<file path="src/rtl/cpu_ctrl_pkg.sv">
// ---------------------------------------------------------------------------
// cpu_ctrl_pkg
// Shared definitions for the multi-cycle control unit: instruction field
// encodings, ALU select codes, PC source codes, FSM states, trap causes and
// a small opcode classification helper.
// ---------------------------------------------------------------------------
package cpu_ctrl_pkg;

  // Opcode field values (instr[31:26])
  localparam logic [5:0] OP_R    = 6'b000000;
  localparam logic [5:0] OP_ADDI = 6'b001000;
  localparam logic [5:0] OP_LW   = 6'b100011;
  localparam logic [5:0] OP_SW   = 6'b101011;
  localparam logic [5:0] OP_BEQ  = 6'b000100;
  localparam logic [5:0] OP_J    = 6'b000010;

  // R-type funct field values (instr[5:0])
  localparam logic [5:0] FN_ADD = 6'b100000;
  localparam logic [5:0] FN_SUB = 6'b100010;
  localparam logic [5:0] FN_AND = 6'b100100;
  localparam logic [5:0] FN_OR  = 6'b100101;
  localparam logic [5:0] FN_MUL = 6'b011000;
  localparam logic [5:0] FN_DIV = 6'b011010;

  // ALU select encodings
  localparam logic [3:0] ALU_ADD = 4'b0000;
  localparam logic [3:0] ALU_SUB = 4'b0001;
  localparam logic [3:0] ALU_MUL = 4'b0010;
  localparam logic [3:0] ALU_DIV = 4'b0011;
  localparam logic [3:0] ALU_AND = 4'b0100;
  localparam logic [3:0] ALU_OR  = 4'b0101;

  // PC source encodings
  localparam logic [1:0] PC_INC    = 2'b00;
  localparam logic [1:0] PC_BRANCH = 2'b01;
  localparam logic [1:0] PC_JUMP   = 2'b10;
  localparam logic [1:0] PC_HOLD   = 2'b11;

  typedef enum logic [2:0] {
    FETCH  = 3'd0,
    DECODE = 3'd1,
    EXEC   = 3'd2,
    MEM    = 3'd3,
    WB     = 3'd4,
    TRAP   = 3'd5
  } state_t;

  typedef enum logic [1:0] {
    CAUSE_NONE        = 2'b00,
    CAUSE_ILLEGAL     = 2'b01,
    CAUSE_BUS_TIMEOUT = 2'b10
  } trap_cause_t;

  typedef enum logic [2:0] {
    CLS_R       = 3'd0,
    CLS_ADDI    = 3'd1,
    CLS_LW      = 3'd2,
    CLS_SW      = 3'd3,
    CLS_BEQ     = 3'd4,
    CLS_J       = 3'd5,
    CLS_ILLEGAL = 3'd6
  } instr_class_t;

  // Opcode-only classification; R-type funct legality is checked separately.
  function automatic instr_class_t classify_opcode(input logic [5:0] op);
    instr_class_t cls;
    case (op)
      OP_R:    cls = CLS_R;
      OP_ADDI: cls = CLS_ADDI;
      OP_LW:   cls = CLS_LW;
      OP_SW:   cls = CLS_SW;
      OP_BEQ:  cls = CLS_BEQ;
      OP_J:    cls = CLS_J;
      default: cls = CLS_ILLEGAL;
    endcase
    return cls;
  endfunction

endpackage

</file>
<file path="src/rtl/multicycle_control_unit_alu_decoder.sv">
// ---------------------------------------------------------------------------
// alu_decoder
// Combinational R-type funct to ALU select mapping.
//   funct    in   FUNCT_W    captured R-type funct field
//   alu_sel  out  ALU_SEL_W  ALU operation (ADD when illegal)
//   illegal  out  1          funct not recognised, or MUL/DIV while disabled
// ---------------------------------------------------------------------------
module alu_decoder
  import cpu_ctrl_pkg::*;
#(
  parameter int FUNCT_W       = 6,
  parameter int ALU_SEL_W     = 4,
  parameter int ENABLE_MULDIV = 1
) (
  input  logic [FUNCT_W-1:0]   funct,
  output logic [ALU_SEL_W-1:0] alu_sel,
  output logic                 illegal
);

  logic [3:0] code;

  always_comb begin
    code    = ALU_ADD;
    illegal = 1'b0;
    case (6'(funct))
      FN_ADD: code = ALU_ADD;
      FN_SUB: code = ALU_SUB;
      FN_AND: code = ALU_AND;
      FN_OR:  code = ALU_OR;
      FN_MUL: begin
        code    = ALU_MUL;
        illegal = (ENABLE_MULDIV == 0);
      end
      FN_DIV: begin
        code    = ALU_DIV;
        illegal = (ENABLE_MULDIV == 0);
      end
      default: illegal = 1'b1;
    endcase
    // Never present a MUL/DIV select for an instruction that will trap.
    if (illegal) code = ALU_ADD;
  end

  assign alu_sel = ALU_SEL_W'(code);

endmodule

</file>
<file path="src/rtl/multicycle_control_unit.sv">
// ---------------------------------------------------------------------------
// multicycle_control_unit
// Multi-cycle FSM controller: FETCH -> DECODE -> EXEC -> (MEM) -> (WB).
// Drives datapath enables one state at a time, handles memory wait states
// with a timeout, branch/jump PC control, illegal-instruction traps and a
// retired-instruction counter.
//   clk, rst_n          clock, asynchronous active-low reset
//   instr_valid         fetched instruction present on opcode/funct
//   opcode, funct       instruction fields, captured in FETCH
//   alu_zero            ALU zero flag (BEQ, EXEC only)
//   mem_ready           data memory completes access (MEM only)
//   ir_load, pc_write, pc_select, reg_write, alu_src, mem_read, mem_write,
//   mem_to_reg, alu_sel datapath controls
//   trap, trap_cause    sticky trap status
//   retired             completed instruction count (wraps)
// ---------------------------------------------------------------------------
module multicycle_control_unit
  import cpu_ctrl_pkg::*;
#(
  parameter int OPCODE_W      = 6,
  parameter int FUNCT_W       = 6,
  parameter int ALU_SEL_W     = 4,
  parameter int MEM_TIMEOUT   = 16,
  parameter int ENABLE_MULDIV = 1,
  parameter int RETIRE_W      = 32
) (
  input  logic                 clk,
  input  logic                 rst_n,
  input  logic                 instr_valid,
  input  logic [OPCODE_W-1:0]  opcode,
  input  logic [FUNCT_W-1:0]   funct,
  input  logic                 alu_zero,
  input  logic                 mem_ready,
  output logic                 ir_load,
  output logic                 pc_write,
  output logic [1:0]           pc_select,
  output logic                 reg_write,
  output logic                 alu_src,
  output logic                 mem_read,
  output logic                 mem_write,
  output logic                 mem_to_reg,
  output logic [ALU_SEL_W-1:0] alu_sel,
  output logic                 trap,
  output logic [1:0]           trap_cause,
  output logic [RETIRE_W-1:0]  retired
);

  localparam int WAIT_W = (MEM_TIMEOUT > 1) ? $clog2(MEM_TIMEOUT) : 1;
  localparam logic [WAIT_W-1:0] WAIT_LAST = WAIT_W'(MEM_TIMEOUT - 1);

  state_t                state_reg, state_next;
  trap_cause_t           cause_reg, cause_next;
  logic [OPCODE_W-1:0]   opcode_reg;
  logic [FUNCT_W-1:0]    funct_reg;
  logic [WAIT_W-1:0]     wait_reg;
  logic [RETIRE_W-1:0]   retired_reg;
  logic                  retire;

  instr_class_t          cls;
  logic [ALU_SEL_W-1:0]  r_alu_sel;
  logic                  r_illegal;
  logic [ALU_SEL_W-1:0]  exec_alu_sel;
  logic                  exec_alu_src;

  alu_decoder #(
    .FUNCT_W       (FUNCT_W),
    .ALU_SEL_W     (ALU_SEL_W),
    .ENABLE_MULDIV (ENABLE_MULDIV)
  ) u_alu_decoder (
    .funct   (funct_reg),
    .alu_sel (r_alu_sel),
    .illegal (r_illegal)
  );

  // Classification and EXEC-phase ALU controls depend only on captured fields.
  always_comb begin
    cls = classify_opcode(6'(opcode_reg));
    if (cls == CLS_R && r_illegal) cls = CLS_ILLEGAL;

    exec_alu_sel = ALU_SEL_W'(ALU_ADD);
    if (cls == CLS_R)        exec_alu_sel = r_alu_sel;
    else if (cls == CLS_BEQ) exec_alu_sel = ALU_SEL_W'(ALU_SUB);

    exec_alu_src = (cls == CLS_ADDI) || (cls == CLS_LW) || (cls == CLS_SW);
  end

  // Next-state and output decode.
  always_comb begin
    state_next = state_reg;
    cause_next = cause_reg;
    retire     = 1'b0;
    ir_load    = 1'b0;
    pc_write   = 1'b0;
    pc_select  = PC_HOLD;
    reg_write  = 1'b0;
    alu_src    = 1'b0;
    mem_read   = 1'b0;
    mem_write  = 1'b0;
    mem_to_reg = 1'b0;
    alu_sel    = ALU_SEL_W'(ALU_ADD);

    case (state_reg)
      FETCH: begin
        ir_load = instr_valid;
        if (instr_valid) state_next = DECODE;
      end

      DECODE: begin
        if (cls == CLS_ILLEGAL) begin
          state_next = TRAP;
          cause_next = CAUSE_ILLEGAL;
        end else if (cls == CLS_J) begin
          pc_write   = 1'b1;
          pc_select  = PC_JUMP;
          retire     = 1'b1;
          state_next = FETCH;
        end else begin
          state_next = EXEC;
        end
      end

      EXEC: begin
        alu_src = exec_alu_src;
        alu_sel = exec_alu_sel;
        if (cls == CLS_BEQ) begin
          pc_write   = 1'b1;
          pc_select  = alu_zero ? PC_BRANCH : PC_INC;
          retire     = 1'b1;
          state_next = FETCH;
        end else if (cls == CLS_LW || cls == CLS_SW) begin
          state_next = MEM;
        end else begin
          state_next = WB;
        end
      end

      MEM: begin
        mem_read  = (cls == CLS_LW);
        mem_write = (cls == CLS_SW);
        alu_sel   = ALU_SEL_W'(ALU_ADD);
        if (mem_ready) begin
          if (cls == CLS_LW) begin
            state_next = WB;
          end else begin
            pc_write   = 1'b1;
            pc_select  = PC_INC;
            retire     = 1'b1;
            state_next = FETCH;
          end
        end else if (wait_reg == WAIT_LAST) begin
          // Strobe is still high this cycle; TRAP drives none.
          state_next = TRAP;
          cause_next = CAUSE_BUS_TIMEOUT;
        end
      end

      WB: begin
        reg_write  = 1'b1;
        mem_to_reg = (cls == CLS_LW);
        if (cls == CLS_R || cls == CLS_ADDI) begin
          alu_src = exec_alu_src;
          alu_sel = exec_alu_sel;
        end
        pc_write   = 1'b1;
        pc_select  = PC_INC;
        retire     = 1'b1;
        state_next = FETCH;
      end

      TRAP: begin
        state_next = TRAP;
      end

      default: begin
        state_next = FETCH;
      end
    endcase
  end

  always_ff @(posedge clk or negedge rst_n) begin
    if (!rst_n) begin
      state_reg   <= FETCH;
      cause_reg   <= CAUSE_NONE;
      opcode_reg  <= '0;
      funct_reg   <= '0;
      wait_reg    <= '0;
      retired_reg <= '0;
    end else begin
      state_reg <= state_next;
      cause_reg <= cause_next;
      if (state_reg == FETCH && instr_valid) begin
        opcode_reg <= opcode;
        funct_reg  <= funct;
      end
      // Counts MEM cycles already spent; zero on the first MEM cycle.
      if (state_reg == MEM) wait_reg <= wait_reg + WAIT_W'(1);
      else                  wait_reg <= '0;
      if (retire) retired_reg <= retired_reg + RETIRE_W'(1);
    end
  end

  assign trap       = (state_reg == TRAP);
  assign trap_cause = cause_reg;
  assign retired    = retired_reg;

endmodule

</file>
<file path="config.mk">
export PLATFORM = sky130hd
export DESIGN_NAME = multicycle_control_unit
export DESIGN_NICKNAME = d
export VERILOG_FILES = /design/src/rtl/cpu_ctrl_pkg.sv /design/src/rtl/multicycle_control_unit_alu_decoder.sv /design/src/rtl/multicycle_control_unit.sv
export SDC_FILE = /design/constraint.sdc
export NUM_CORES = 1
export LEC_CHECK = 0
export CAP_MARGIN = 10
export CORE_UTILIZATION = 39
export DETAILED_ROUTE_END_ITERATION = 8
export GPL_ROUTABILITY_DRIVEN = 0
export PLACE_DENSITY_LB_ADDON = 0.3
export SLEW_MARGIN = 25
export SYNTH_ARGS = -nofsm -noshare
export SYNTH_HDL_FRONTEND = slang
export SYNTH_SLANG_ARGS = --single-unit
</file>
<file path="constraint.sdc">
create_clock -name clk -period 2.2 [get_ports clk]
set_clock_uncertainty 0.15 [all_clocks]
set_input_delay 0.66 -clock clk [delete_from_list [all_inputs] [get_ports clk]]
set_output_delay 0.66 -clock clk [all_outputs]
set_load 0.01 [all_outputs]
</file>
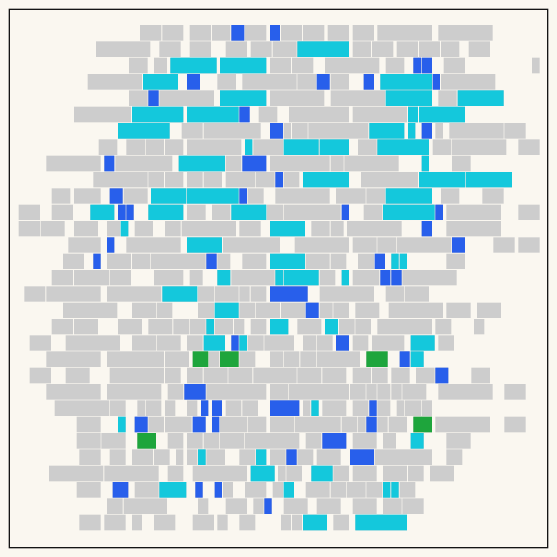
gates.png
Drawn at 6 px/µm.
- green: non-inverting ao/oa cells (cells 5)
- blue: nand cells (cells 51; most used nand2_1)
- cyan: nor cells (cells 63; most used nor2_1)
most frequent logic cell in the layout: sky130_fd_sc_hd__buf_4
number of non-filler instances in the completed layout: 536
proportion of cell area occupied by multi-input gates: 39.9%

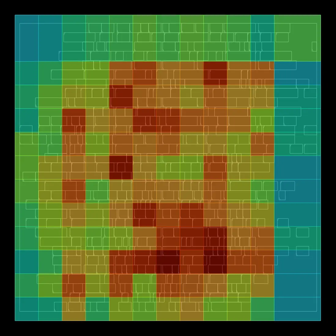
congestion_map.png
WL per Instance: 17.6 µm
GRT Total Usage: 23.5%

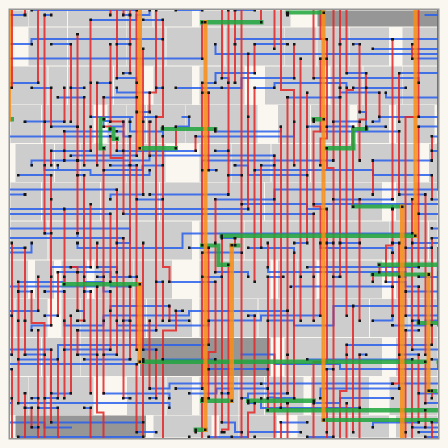
closeup.png
Region (30, 12) to (60, 42) µm. Cells in gray, sequential cells in the stronger gray; small squares are vias.
- blue: M1
- orange: M4
- green: M3
- red: M2
- cells with their middle in the window: 91
- netlist names of flops here include: `funct_reg` (1), `opcode_reg` (1)
- most frequent: buf_4 (28), buf_6 (10), nor2_1 (4)
- sequential cells in the window: 2

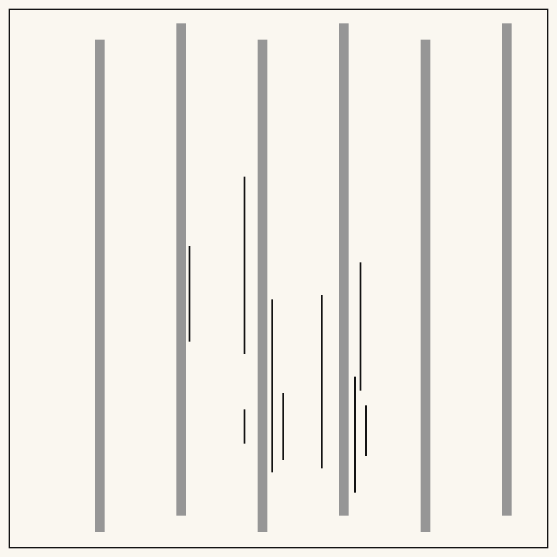
m4.png
Drawn at 6 px/µm. Supply wires on this layer in gray.
- wire length on this layer: 167 µm
- longest straight run: 29.2 µm
- nets with wire on the layer: 9
- main direction: vertical

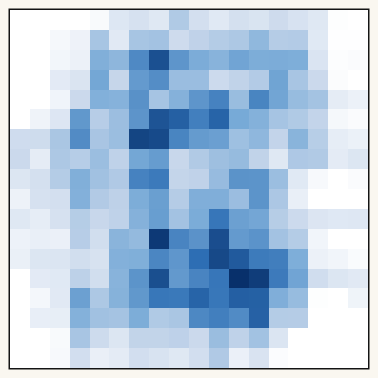
route_heat.png
Drawn at 4 px/µm. The die is cut into 18 by 18 equal tiles; white is low, dark blue is high, scaled to the fullest tile. Values are wire area over tile area, all layers added.
- tiles over half the peak: 22%
- nearly empty tiles: 14%
- mean over tiles: 0.18
- emptiest ninth of the die: top left
- fullest tile: 0.58
via count: 2,915
drt total wl: 9460 µm

==> impl_metrics.toml <==
# implementation run metrics
[final_layout]
n_clock_buffer = 5
area_share_nonclk_buffers_pct = 28.9
layout.cells.largest_class = "combinational gates"
antenna_diode_count = 0

[timing]
final_critical_path_setup_slack_ps = -630
setup_viol = 41
timing.final.hold_violations = 0
finalSetupTns_ps = -10650

[critical_path]
buffers_and_inverters_on_the_worst_path = 3
critical_path.top_delay_family = "simple AND/OR/NAND/NOR gates"
critical_path.max_stage_delay_ps = 460
path_class = "flip-flop to output port"

[run_status]
status = "finished with violations"
failing_checks = "setup timing"

[power_and_ir_drop]
power-top-group = "combinational cells"
netSwitchingFraction_pct = 40.9

[logic_synthesis]
yosys_warnings = 0
synth-simple-area-share_pct = 28.2

[die]
die_x_um = 89.5

[job]
maxCapViolCount = 0

[place]
placed_instance_count = 501

[detailed_routing]
drt_drc_violations_left = 0
## layer usage
layer | routed length (µm) | vias to the layer above
met5 | 0 | -
met4 | 166 | 0
met3 | 340 | 21
met2 | 4880 | 90
met1 | 4070 | 1474
li1 | - | 1330
## timing repair
item                                    in CTS  in global routing
buffers inserted                            21                  7
gates resized                              141                 39
pin swaps                                   63                 24
endpoints found under the setup margin      41                 55
cloned                                       3                  0
## worst min path at each step
stage / startpoint / endpoint / slack [ps]
final: rst_n / funct_reg[0] / 150
after global routing: rst_n / funct_reg[0] / 190
after CTS: rst_n / funct_reg[0] / 180
after detailed placement: retired[31] / retired[31] / 310
after global placement: wait_reg[0] / wait_reg[0] / 300
after floorplan: rst_n / funct_reg[0] / 210
Power is estimated from default activity; no workload was simulated.
